**src/rtl/lc3b_types.sv**
```systemverilog
// rtl/lc3b_types.sv - shared LC-3b datapath types
package lc3b_types;

  typedef logic [15:0] lc3b_word;

  // Memory-stage access phase, shared with hazard and debug logic
  typedef enum logic {
    IDLE  = 1'b0,
    FINAL = 1'b1
  } lc3b_mem_state;

  function automatic lc3b_word word_align(input lc3b_word addr);
    return {addr[15:1], 1'b0};
  endfunction

endpackage

```
**src/rtl/mem_stage_ctrl_if.sv**
```systemverilog
// rtl/mem_stage_ctrl_if.sv - data-memory port between memory stage and data memory
interface mem_stage_ctrl_if;
  import lc3b_types::*;

  lc3b_word   dmem_address;
  lc3b_word   dmem_wdata;
  logic       dmem_read;
  logic       dmem_write;
  logic [1:0] dmem_byte_enable;
  lc3b_word   dmem_rdata;
  logic       dmem_resp;

  modport master (
    output dmem_address, dmem_wdata, dmem_read, dmem_write, dmem_byte_enable,
    input  dmem_rdata, dmem_resp
  );

  modport slave (
    input  dmem_address, dmem_wdata, dmem_read, dmem_write, dmem_byte_enable,
    output dmem_rdata, dmem_resp
  );

endinterface

```
**src/rtl/mem_data_format.sv**
```systemverilog
// rtl/mem_data_format.sv - byte-lane enables, store replication and load extension
module mem_data_format
  import lc3b_types::*;
(
  input  logic       addr_lsb,
  input  logic       is_byte,
  input  lc3b_word   dmem_rdata,
  input  lc3b_word   store_data,
  output logic [1:0] byte_enable,
  output lc3b_word   wdata,
  output lc3b_word   load_data
);

  // Word access by default; a byte access picks the lane from the address LSB
  always_comb begin
    byte_enable = 2'b11;
    wdata       = store_data;
    load_data   = dmem_rdata;
    if (is_byte) begin
      byte_enable = addr_lsb ? 2'b10 : 2'b01;
      wdata       = {store_data[7:0], store_data[7:0]};
      load_data   = addr_lsb ? {8'h00, dmem_rdata[15:8]} : {8'h00, dmem_rdata[7:0]};
    end
  end

endmodule

```
**src/rtl/mem_stage_ctrl.sv**
```systemverilog
// rtl/mem_stage_ctrl.sv - LC-3b memory-stage access controller with stall generation
module mem_stage_ctrl
  import lc3b_types::*;
#(
  parameter int CNT_W = 16
) (
  input  logic                  clk,
  input  logic                  reset_n,
  input  logic                  mem_read_in,
  input  logic                  mem_write_in,
  input  logic                  is_ldi_in,
  input  logic                  is_sti_in,
  input  logic                  is_ldb_stb_in,
  input  lc3b_word              mem_addr_in,
  input  lc3b_word              store_data_in,
  mem_stage_ctrl_if.master      dmem,
  output lc3b_word              mem_data_out,
  output logic                  stall_pipeline,
  output logic [CNT_W-1:0]      mem_stall_cycles,
  output logic [CNT_W-1:0]      mem_accesses
);

  lc3b_mem_state state_q, state_d;
  lc3b_word      ptr_q;
  logic [CNT_W-1:0] stall_cnt_q, access_cnt_q;

  logic       req, is_read, is_write, indirect;
  logic       fmt_is_byte;
  logic [1:0] fmt_be;
  lc3b_word   fmt_wdata, fmt_load;

  lc3b_word   addr_c, wdata_c, dout_c;
  logic       rd_c, wr_c, stall_c, final_resp, ptr_load;
  logic [1:0] be_c;

  // Simultaneous read and write resolves to a read
  assign req         = mem_read_in | mem_write_in;
  assign is_read     = mem_read_in;
  assign is_write    = mem_write_in & ~mem_read_in;
  assign indirect    = is_read ? is_ldi_in : is_sti_in;
  // Only a direct access in IDLE may be a byte access; pointer and final indirect accesses are words
  assign fmt_is_byte = is_ldb_stb_in & ~indirect & (state_q == IDLE);

  mem_data_format u_fmt (
    .addr_lsb    (mem_addr_in[0]),
    .is_byte     (fmt_is_byte),
    .dmem_rdata  (dmem.dmem_rdata),
    .store_data  (store_data_in),
    .byte_enable (fmt_be),
    .wdata       (fmt_wdata),
    .load_data   (fmt_load)
  );

  // Next state and memory request outputs; everything forced low while reset is asserted
  always_comb begin
    state_d    = state_q;
    addr_c     = '0;
    wdata_c    = '0;
    dout_c     = '0;
    be_c       = 2'b00;
    rd_c       = 1'b0;
    wr_c       = 1'b0;
    stall_c    = 1'b0;
    final_resp = 1'b0;
    ptr_load   = 1'b0;
    if (reset_n) begin
      case (state_q)
        IDLE: begin
          if (req && indirect) begin
            addr_c  = word_align(mem_addr_in);
            rd_c    = 1'b1;
            be_c    = 2'b11;
            stall_c = 1'b1;
            if (dmem.dmem_resp) begin
              ptr_load = 1'b1;
              state_d  = FINAL;
            end
          end else if (req) begin
            addr_c     = is_ldb_stb_in ? mem_addr_in : word_align(mem_addr_in);
            rd_c       = is_read;
            wr_c       = is_write;
            be_c       = fmt_be;
            wdata_c    = is_write ? fmt_wdata : '0;
            stall_c    = ~dmem.dmem_resp;
            final_resp = dmem.dmem_resp;
            if (dmem.dmem_resp && is_read) dout_c = fmt_load;
          end
        end
        default: begin
          addr_c     = word_align(ptr_q);
          rd_c       = is_read;
          wr_c       = is_write;
          be_c       = 2'b11;
          wdata_c    = is_write ? store_data_in : '0;
          stall_c    = ~dmem.dmem_resp;
          final_resp = dmem.dmem_resp;
          if (dmem.dmem_resp && is_read) dout_c = dmem.dmem_rdata;
          if (dmem.dmem_resp) state_d = IDLE;
        end
      endcase
    end
  end

  assign dmem.dmem_address     = addr_c;
  assign dmem.dmem_wdata       = wdata_c;
  assign dmem.dmem_read        = rd_c;
  assign dmem.dmem_write       = wr_c;
  assign dmem.dmem_byte_enable = be_c;
  assign mem_data_out          = dout_c;
  assign stall_pipeline        = stall_c;
  assign mem_stall_cycles      = stall_cnt_q;
  assign mem_accesses          = access_cnt_q;

  // Access phase register and captured indirect pointer
  always_ff @(posedge clk or negedge reset_n) begin
    if (!reset_n) begin
      state_q <= IDLE;
      ptr_q   <= '0;
    end else begin
      state_q <= state_d;
      if (ptr_load) ptr_q <= dmem.dmem_rdata;
    end
  end

  // Saturating performance counters
  always_ff @(posedge clk or negedge reset_n) begin
    if (!reset_n) begin
      stall_cnt_q  <= '0;
      access_cnt_q <= '0;
    end else begin
      if (stall_c && (stall_cnt_q != {CNT_W{1'b1}}))
        stall_cnt_q <= stall_cnt_q + CNT_W'(1);
      if (final_resp && (access_cnt_q != {CNT_W{1'b1}}))
        access_cnt_q <= access_cnt_q + CNT_W'(1);
    end
  end

endmodule
```
**src/flat_wrapper.sv**
```systemverilog
// flat-port wrapper written by rule: the top's interface ports become plain ports
module mem_stage_ctrl_flat import lc3b_types::*;
#(
  parameter int CNT_W = 16
)
  (clk, reset_n, mem_read_in, mem_write_in, is_ldi_in, is_sti_in, is_ldb_stb_in, mem_addr_in, store_data_in, mem_data_out, stall_pipeline, mem_stall_cycles, mem_accesses, dmem_dmem_address, dmem_dmem_wdata, dmem_dmem_read, dmem_dmem_write, dmem_dmem_byte_enable, dmem_dmem_rdata, dmem_dmem_resp);
  mem_stage_ctrl_if dmem_i ();
  input  logic clk;
  input  logic reset_n;
  input  logic mem_read_in;
  input  logic mem_write_in;
  input  logic is_ldi_in;
  input  logic is_sti_in;
  input  logic is_ldb_stb_in;
  input  lc3b_word mem_addr_in;
  input  lc3b_word store_data_in;
  output lc3b_word mem_data_out;
  output logic stall_pipeline;
  output logic [CNT_W-1:0] mem_stall_cycles;
  output logic [CNT_W-1:0] mem_accesses;
  output wire logic [$bits(dmem_i.dmem_address)-1:0] dmem_dmem_address;
  output wire logic [$bits(dmem_i.dmem_wdata)-1:0] dmem_dmem_wdata;
  output wire logic [$bits(dmem_i.dmem_read)-1:0] dmem_dmem_read;
  output wire logic [$bits(dmem_i.dmem_write)-1:0] dmem_dmem_write;
  output wire logic [$bits(dmem_i.dmem_byte_enable)-1:0] dmem_dmem_byte_enable;
  input wire logic [$bits(dmem_i.dmem_rdata)-1:0] dmem_dmem_rdata;
  input wire logic [$bits(dmem_i.dmem_resp)-1:0] dmem_dmem_resp;
  assign dmem_dmem_address = dmem_i.dmem_address;
  assign dmem_dmem_wdata = dmem_i.dmem_wdata;
  assign dmem_dmem_read = dmem_i.dmem_read;
  assign dmem_dmem_write = dmem_i.dmem_write;
  assign dmem_dmem_byte_enable = dmem_i.dmem_byte_enable;
  assign dmem_i.dmem_rdata = dmem_dmem_rdata;
  assign dmem_i.dmem_resp = dmem_dmem_resp;
  mem_stage_ctrl #(.CNT_W(CNT_W)) u_core (.clk(clk), .reset_n(reset_n), .mem_read_in(mem_read_in), .mem_write_in(mem_write_in), .is_ldi_in(is_ldi_in), .is_sti_in(is_sti_in), .is_ldb_stb_in(is_ldb_stb_in), .mem_addr_in(mem_addr_in), .store_data_in(store_data_in), .dmem(dmem_i), .mem_data_out(mem_data_out), .stall_pipeline(stall_pipeline), .mem_stall_cycles(mem_stall_cycles), .mem_accesses(mem_accesses));
endmodule
```
**config.mk**
```make
export PLATFORM = sky130hd
export DESIGN_NAME = mem_stage_ctrl_flat
export DESIGN_NICKNAME = d
export VERILOG_FILES = /design/src/rtl/lc3b_types.sv /design/src/rtl/mem_stage_ctrl_if.sv /design/src/rtl/mem_data_format.sv /design/src/rtl/mem_stage_ctrl.sv /design/src/flat_wrapper.sv
export SDC_FILE = /design/constraint.sdc
export NUM_CORES = 1
export LEC_CHECK = 0
export CORE_MARGIN = 3
export CORE_UTILIZATION = 40
export CTS_CLUSTER_SIZE = 24
export DETAILED_ROUTE_END_ITERATION = 12
export PLACE_DENSITY = 0.86
export SLEW_MARGIN = 0
export SYNTH_ARGS = -nofsm -noshare
export SYNTH_HDL_FRONTEND = slang
export SYNTH_SLANG_ARGS = --single-unit
```
**constraint.sdc**
```tcl
create_clock -name clk -period 2.17 [get_ports clk]
set_input_delay 0.434 -clock clk [delete_from_list [all_inputs] [get_ports clk]]
set_output_delay 0.434 -clock clk [all_outputs]
set_load 0.1 [all_outputs]
```
==> CHANGELOG.md, run 1 <==
### Changed

- Status: finished with violations
- Failing checks: setup timing
- Syn nets: about 350
- Fillers: around 280
- Clock power frac: between 10% and 20%
- Vias in the first global route: ~3,300
- Post-Synthesis Cells: a little under 300
- Chip Area, Yosys: 2880 sq um
- CTS clock-pin slew for the worst setup and hold paths: roughly 90 ps
- Most numerous logic cell after layout: buf_4
- Switching Power: around 0.0023 W
- Most frequent cells in the layout: buf_4, buf_12, clkdlybuf4s50_1
- Global-route wire length before repair: between 15 and 20 mm
- Congestion Overflow GR: 0
- CP Depth: 5
- Initial antenna violation count: 2
- HPWL after DPL: around 8.3 mm
- Core Area: a little under 7000 sq um
- Vias post-DR: approximately 3,400
- # nets final: roughly 540
- Critical path's slowest cell: dfrtp_2
- CP Capture Type: output port
- Synth flops: 48
- Non-Filler Instances: about 580
- Worst hold slack: 191 ps
- Tool warnings: 30
- Register share of total power: 27.8%
- DRC marker count from the first detailed-route iteration: roughly 240
- Post-Route WL: 14.8 mm
- Setup ws final: -180 ps
- Max-slew violations: 0
- CP arrival: 1920 ps
- Mux share: about an eighth
- Top cells by count, synth: dfrtp_1, nand2_1, mux2_2
- Total power: roughly 0.0047 W
- Slack of the worst reg-to-reg path: -120 ps
- Yosys aoi share: between 10 and 15%
- Slew headroom: between 50% and 60%
- Crit start category: flop
- Pin count of the biggest net entering global routing: 24
- Transition time of the tightest slew-check pin: roughly 680 ps
- Remaining DRCs: 0
- Die Size: roughly 8300 sq um
- Critical path's largest stage delay: roughly 440 ps
- Placed Cells: between 500 and 600
- DP Worst Slack: -651 ps
- Area grow syn2layout: 112%
- Seq group: ~0.0013 W
- Top power group: combinational cells
- Final Cycle Share: 108%
- Yosys adder share: 0.868%
- Leak: about 2.6 nW
- Latency at later pin: 300 ps
- Top cells by area: dfrtp_1, mux2_2, a22o_1, xnor2_1, xor2_1
- Comb area: about 2200 sq um
- Routed len/inst: 25.4 um
- CTS tree: built
- Buffers on Ports: 140
- Number of enable flip-flop cells: 0
- Top-area cell share: between 40% and 50%
- Postcts setup bufs: 8
- Fin crit period: about 2400 ps
- Critical path fanouts, max: 8
- Crit path from: u_core.state_q
- RePlAce Congestion: ~0.86
- FF/Latch Area: approximately 1200 sq um
- Critical path class: flop to output port
- GRT Util Overall: 29.9%
- Post-Syn Area: 2880 sq um
- Peak Freq: roughly 0.43 GHz
- Distinct lib cells: roughly 42
- Vias per inst: 5.84
- Top_reg_cell synth: dfrtp_1
- # hold bufs at CTS: 1
- RSZ-0062 raised after global routing: true
- VDD IR-drop max: between 1 and 1.5 mV
- Power Internal: 0.00244 W
- R2r endpoint: u_core.mem_accesses[5]
- Proportion of layout cells with a drive suffix above 1: between 50% and 60%
- Final setup viols: between 60 and 70
- R2R cell count: 7
- Pwr/cell area: approximately 770 nW/um^2
- Worst Path Required: roughly 1700 ps
- Xor and xnor area share after synthesis: ~8.2%
- Sequential share of the synthesized area: a little over two fifths
- Max-cap violations: 0
- Combinational share of power: roughly 56%
- Comb pwr: between 0.002 and 0.003 W
- Comb area leader: simple AND/OR/NAND/NOR gates
- DRT Pass-1 Iters: 4
- Count leader, synth: dfrtp_1
- Yosys cell count: a little under 300
- Clk buf depth: 2
- CTS resizes: between 50 and 60
- FFs w/ async S/R, synth: 100%
-- run 1: metal layers --
layer / wire, um / up-vias / share of wire (%) / global-route usage [%]
li1: - / 1435 / - / -
met1: 5550 / 1699 / 38 / 34.8
met2: 7470 / 205 / 51 / 53.5
met3: 1020 / 61 / 6.9 / 5.83
met4: 740 / 0 / 5.0 / 12.4
met5: 0 / - / 0 / 0
-- run 1: cell type report --
cell class	count	area share [%]
multi-input combinational	230	36.5
tap	96	1.97
antenna	3	0.123
sequential	48	20.0
clock buffer	5	1.13
timing repair buffer	196	39.2
clock inverter	2	0.984
inverter	2	0.123
-- run 1: per-stage QoR --
step,TNS [ps],cell area [sq um]
6_report,-7580,6110
5_1_grt,-10500,6100
4_1_cts,-2190,5750
3_5_place_dp,-35740,5390
3_3_place_gp,-32750,5390
2_1_floorplan,-8860,3230
### Routed clock nets over the placement, run 1

(4 px per um)
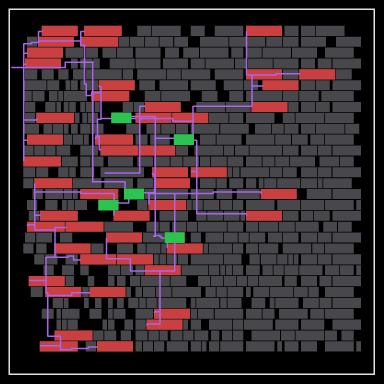
[green] clock-net drivers | count: 5
[red] flip-flops | count: 48
[purple] clock wires | length: 596 um
routed clock nets: 6

### Clock wiring as the flow saved it, run 1

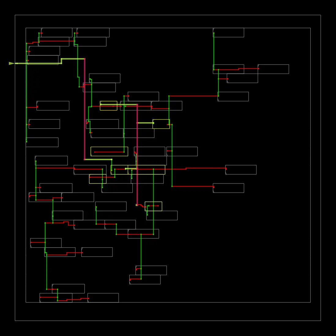
Worst Skew: 6.11 ps
clk pwr: 0.000755 W
Num CTS Buffers: 5
clkbuf count: 5
clock tree sinks: 48

### Placed cells, one colour a class, run 1

(3 px per um)
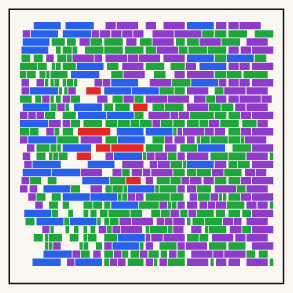
| colour | class | cells |
|---|---|---|
| blue | registers | 48 |
| green | remaining logic cells | 232 |
| red | clock drivers and dummy loads | 7 |
| purple | remaining buffers and delay cells | 196 |

==> inputs of run 2 (changes only) <==
--- a/config.mk
+++ b/config.mk
@@ -5,11 +5,13 @@
 export SDC_FILE = /design/constraint.sdc
 export NUM_CORES = 1
 export LEC_CHECK = 0
+export CORE_ASPECT_RATIO = 0.5
 export CORE_MARGIN = 3
 export CORE_UTILIZATION = 40
 export CTS_CLUSTER_SIZE = 24
 export DETAILED_ROUTE_END_ITERATION = 12
 export PLACE_DENSITY = 0.86
+export SETUP_SLACK_MARGIN = 0.15
 export SLEW_MARGIN = 0
 export SYNTH_ARGS = -nofsm -noshare
 export SYNTH_HDL_FRONTEND = slang
==> constraint.sdc (replaced) <==
create_clock -name clk -period 2.92 [get_ports clk]
set_input_delay 0.584 -clock clk [delete_from_list [all_inputs] [get_ports clk]]
set_output_delay 0.584 -clock clk [all_outputs]
set_load 0.1 [all_outputs]
==> CHANGELOG.md, run 2 <==
### Changed

- Critical path fanouts, max: 8
- Buffers, non-clock: about 170
- CTS clock-pin slew for the worst setup and hold paths: approximately 60 ps
- DR WL met3: approximately 360 um
- Top Family by Delay on Critical Path: simple AND/OR/NAND/NOR gates
- Vias in the first global route: approximately 3,100
- Post-Route WL: about 10 mm
- Met2 GRT Util: ~46%
- Fillers: 406
- Routed len/inst: between 15 and 20 um
- Post-Syn Area: between 2000 and 3000 sq um
- Number of enable flip-flop cells: 0
- FFs w/ async S/R, synth: 100%
- Critical path class: input port to output port
- Top cells by area: dfrtp_1, mux2_2, a22o_1, xnor2_1, xor2_1
- Non-clk buf share: around two fifths
- R2r endpoint: u_core.mem_accesses[7]
- VDD IR-drop max: ~0.8 mV
- FF/Latch Area: 1200 sq um
- Status: finished, final reports clean
- Num CTS Buffers: 5
- Max-cap violations: 0
- Chip Area, Yosys: roughly 2900 sq um
- Most frequent cells in the layout: buf_4, buf_12, clkdlybuf4s50_1
- DRT Pass-1 Iters: 4
- Avg Inst Size Synth: about 10 sq um
- Chip height: 66.0 um
- Final Hold Fails: 0
- Top_reg_cell synth: dfrtp_1
- M3 GR Usage: under 10%
- Transition time of the tightest slew-check pin: ~830 ps
- Peak Freq: roughly 0.37 GHz
- Total power: approximately 0.0033 W
- Most numerous logic cell after layout: buf_4
- Fp_density: 42.2%
- Non-Filler Instances: 544
- Clock tree sinks: 48
- Critical R2R Launch: u_core.state_q
- CP Capture Type: output port
- Top cells by count, synth: dfrtp_1, nand2_1, mux2_2
- N_diodes: 0
- Hold Path Class: input port to async pin
- Clk buf depth: 2
- CTS tree: built
- Vias post-DR: 2,970
- DP Area: slightly above 5000 sq um
- Wl on met1: just over 4 mm
- DP Worst Slack: -343 ps
- Count leader, synth: dfrtp_1
- Max-slew violations: 0
- Worst hold slack: 392 ps
- Fin crit period: roughly 2700 ps
- DRC marker count from the first detailed-route iteration: about 170
- CP arrival: roughly 2100 ps
- # IOs: between 100 and 150
- Postcts setup bufs: 2
- Critical path's slowest cell: or3b_4
- Global-route wire length before repair: between 15 and 20 mm
- H-tree Lvls: 2
- Tool warnings: 27
- TNS Setup: 0 ps
- Ys Warns: 0
- GRT Util Overall: about 25%
- Slack of the worst reg-to-reg path: 470 ps
- Placed Cells: around 530
- Flop share of the area: a little under a quarter
- Die Size: between 8000 and 9000 sq um
- Slew headroom: 44.3%
- # hold bufs at CTS: 0
- WP buf/inv: 2
- Syn nets: 353
- CP Depth: 5
- Finished Core Util: around four fifths
- RePlAce Congestion: around 0.85
- Remaining DRCs: 0
- Core Area: 6830 sq um
- Worst setup path end: mem_data_out[1]
- Comb area: 1830 sq um
- Comb area share: between 30% and 40%
- Pwr/cell area: about 620 nW/um^2
- Synth flops: 48
- Area grow syn2layout: 85.1%
- CTS resizes: 27
- Max Used Layer: met4
- Cell Chain, Critical Path: clkdlybuf4s50_1 -> nand2_1 -> or3b_4 -> nor2_2 -> buf_12
- Post-route ant nets: 0
- Post-Synthesis Cells: slightly below 300
- Busiest grt layer: met2
- Setup ws final: between 200 and 250 ps
- Die width: 126 um
- Critical path's largest stage delay: 500 ps
- Met1 Use GR: between 20 and 30%
- Top-area cell share: between 40% and 50%
- Synth area leader: dfrtp_1
- Buffers on Ports: 140
- Worst Path Required: 2340 ps
- Row count: 21
- HPWL after DPL: between 7 and 8 mm
- Initial antenna violation count: 0
- Vias per inst: 5.46
- Clock root buffer: clkbuf_16
- Fin area: between 5000 and 6000 sq um
- Proportion of layout cells with a drive suffix above 1: 44.5%
- Final Cycle Share: between 90% and 100%
- Mi-comb count: 230
- Congestion Overflow GR: 0
- Tapcells: a little over 90
- Crit start category: input port
- Clk tree area frac: around 2.8%
- Metal2 WL: about 5.5 mm
- # nets final: just over 500
- R2R cell count: 7
- Yosys cell count: roughly 300
- Top cell category: non-clock buffers
- Inverter count: 2
- Pin count of the biggest net entering global routing: 38
- Crit path from: dmem_dmem_resp
- Final setup viols: 0
- Leak: approximately 2.3 nW
- Sequential share of the synthesized area: 41.7%
- RSZ-0062 raised after global routing: false
- Distinct lib cells: between 40 and 50
[run 2: cell types whose count changed in the layout (fill, tap and decap cells not counted), moves of 7 or more]
cell and change:
a22o_4 -15, buf_4 -15, dfrtp_1 +15, dfrtp_2 -15, and2_4 -11, a22o_2 +10, buf_6 -9, a21oi_2 +8
a21oi_4 -8, and2_1 +8, nor2_2 +8, nor2_4 -8, mux2i_1 +7
[run 2: kinds of logic after synthesis]
family	after synthesis	synth area share, %
and+or+nand+nor	121	21.7
DFF	48	41.7
AOI/OAI and AO/OA	45	11.6
muxes	35	13.3
xor gates and xnor gates	27	8.20
buffers and inverters	17	2.73
adders and majority gates	2	0.868
[run 2: power breakdown]
group          switching (W)  internal (W)
Clock               0.000242      0.000338
Combinational        0.00120      0.000558
Sequential          0.000145      0.000800
Total                0.00159       0.00170
### Routed clock nets over the placement, run 2

(4 px per um)
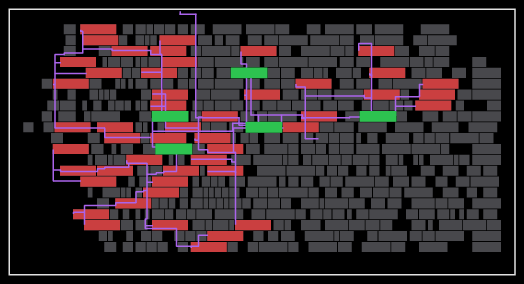
[purple] clock wires | length: 581 um
[red] flip-flops | count: 48
[green] clock-net drivers | count: 5
routed clock nets: 6

### Placed cells, one colour a class, run 2

(3 px per um)
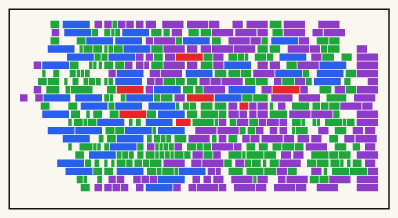
| colour | class | cells |
|---|---|---|
| red | clock drivers and dummy loads | 7 |
| purple | remaining buffers and delay cells | 165 |
| blue | registers | 48 |
| green | remaining logic cells | 232 |

### Clock wiring as the flow saved it, run 2

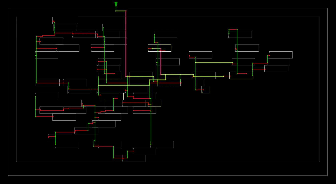
Worst Skew: 4.25 ps
flip-flops: 48
clkbuf count: 6
clk pwr: 0.000580 W
Latency at later pin: 280 ps

Power and IR drop assume default switching activity.
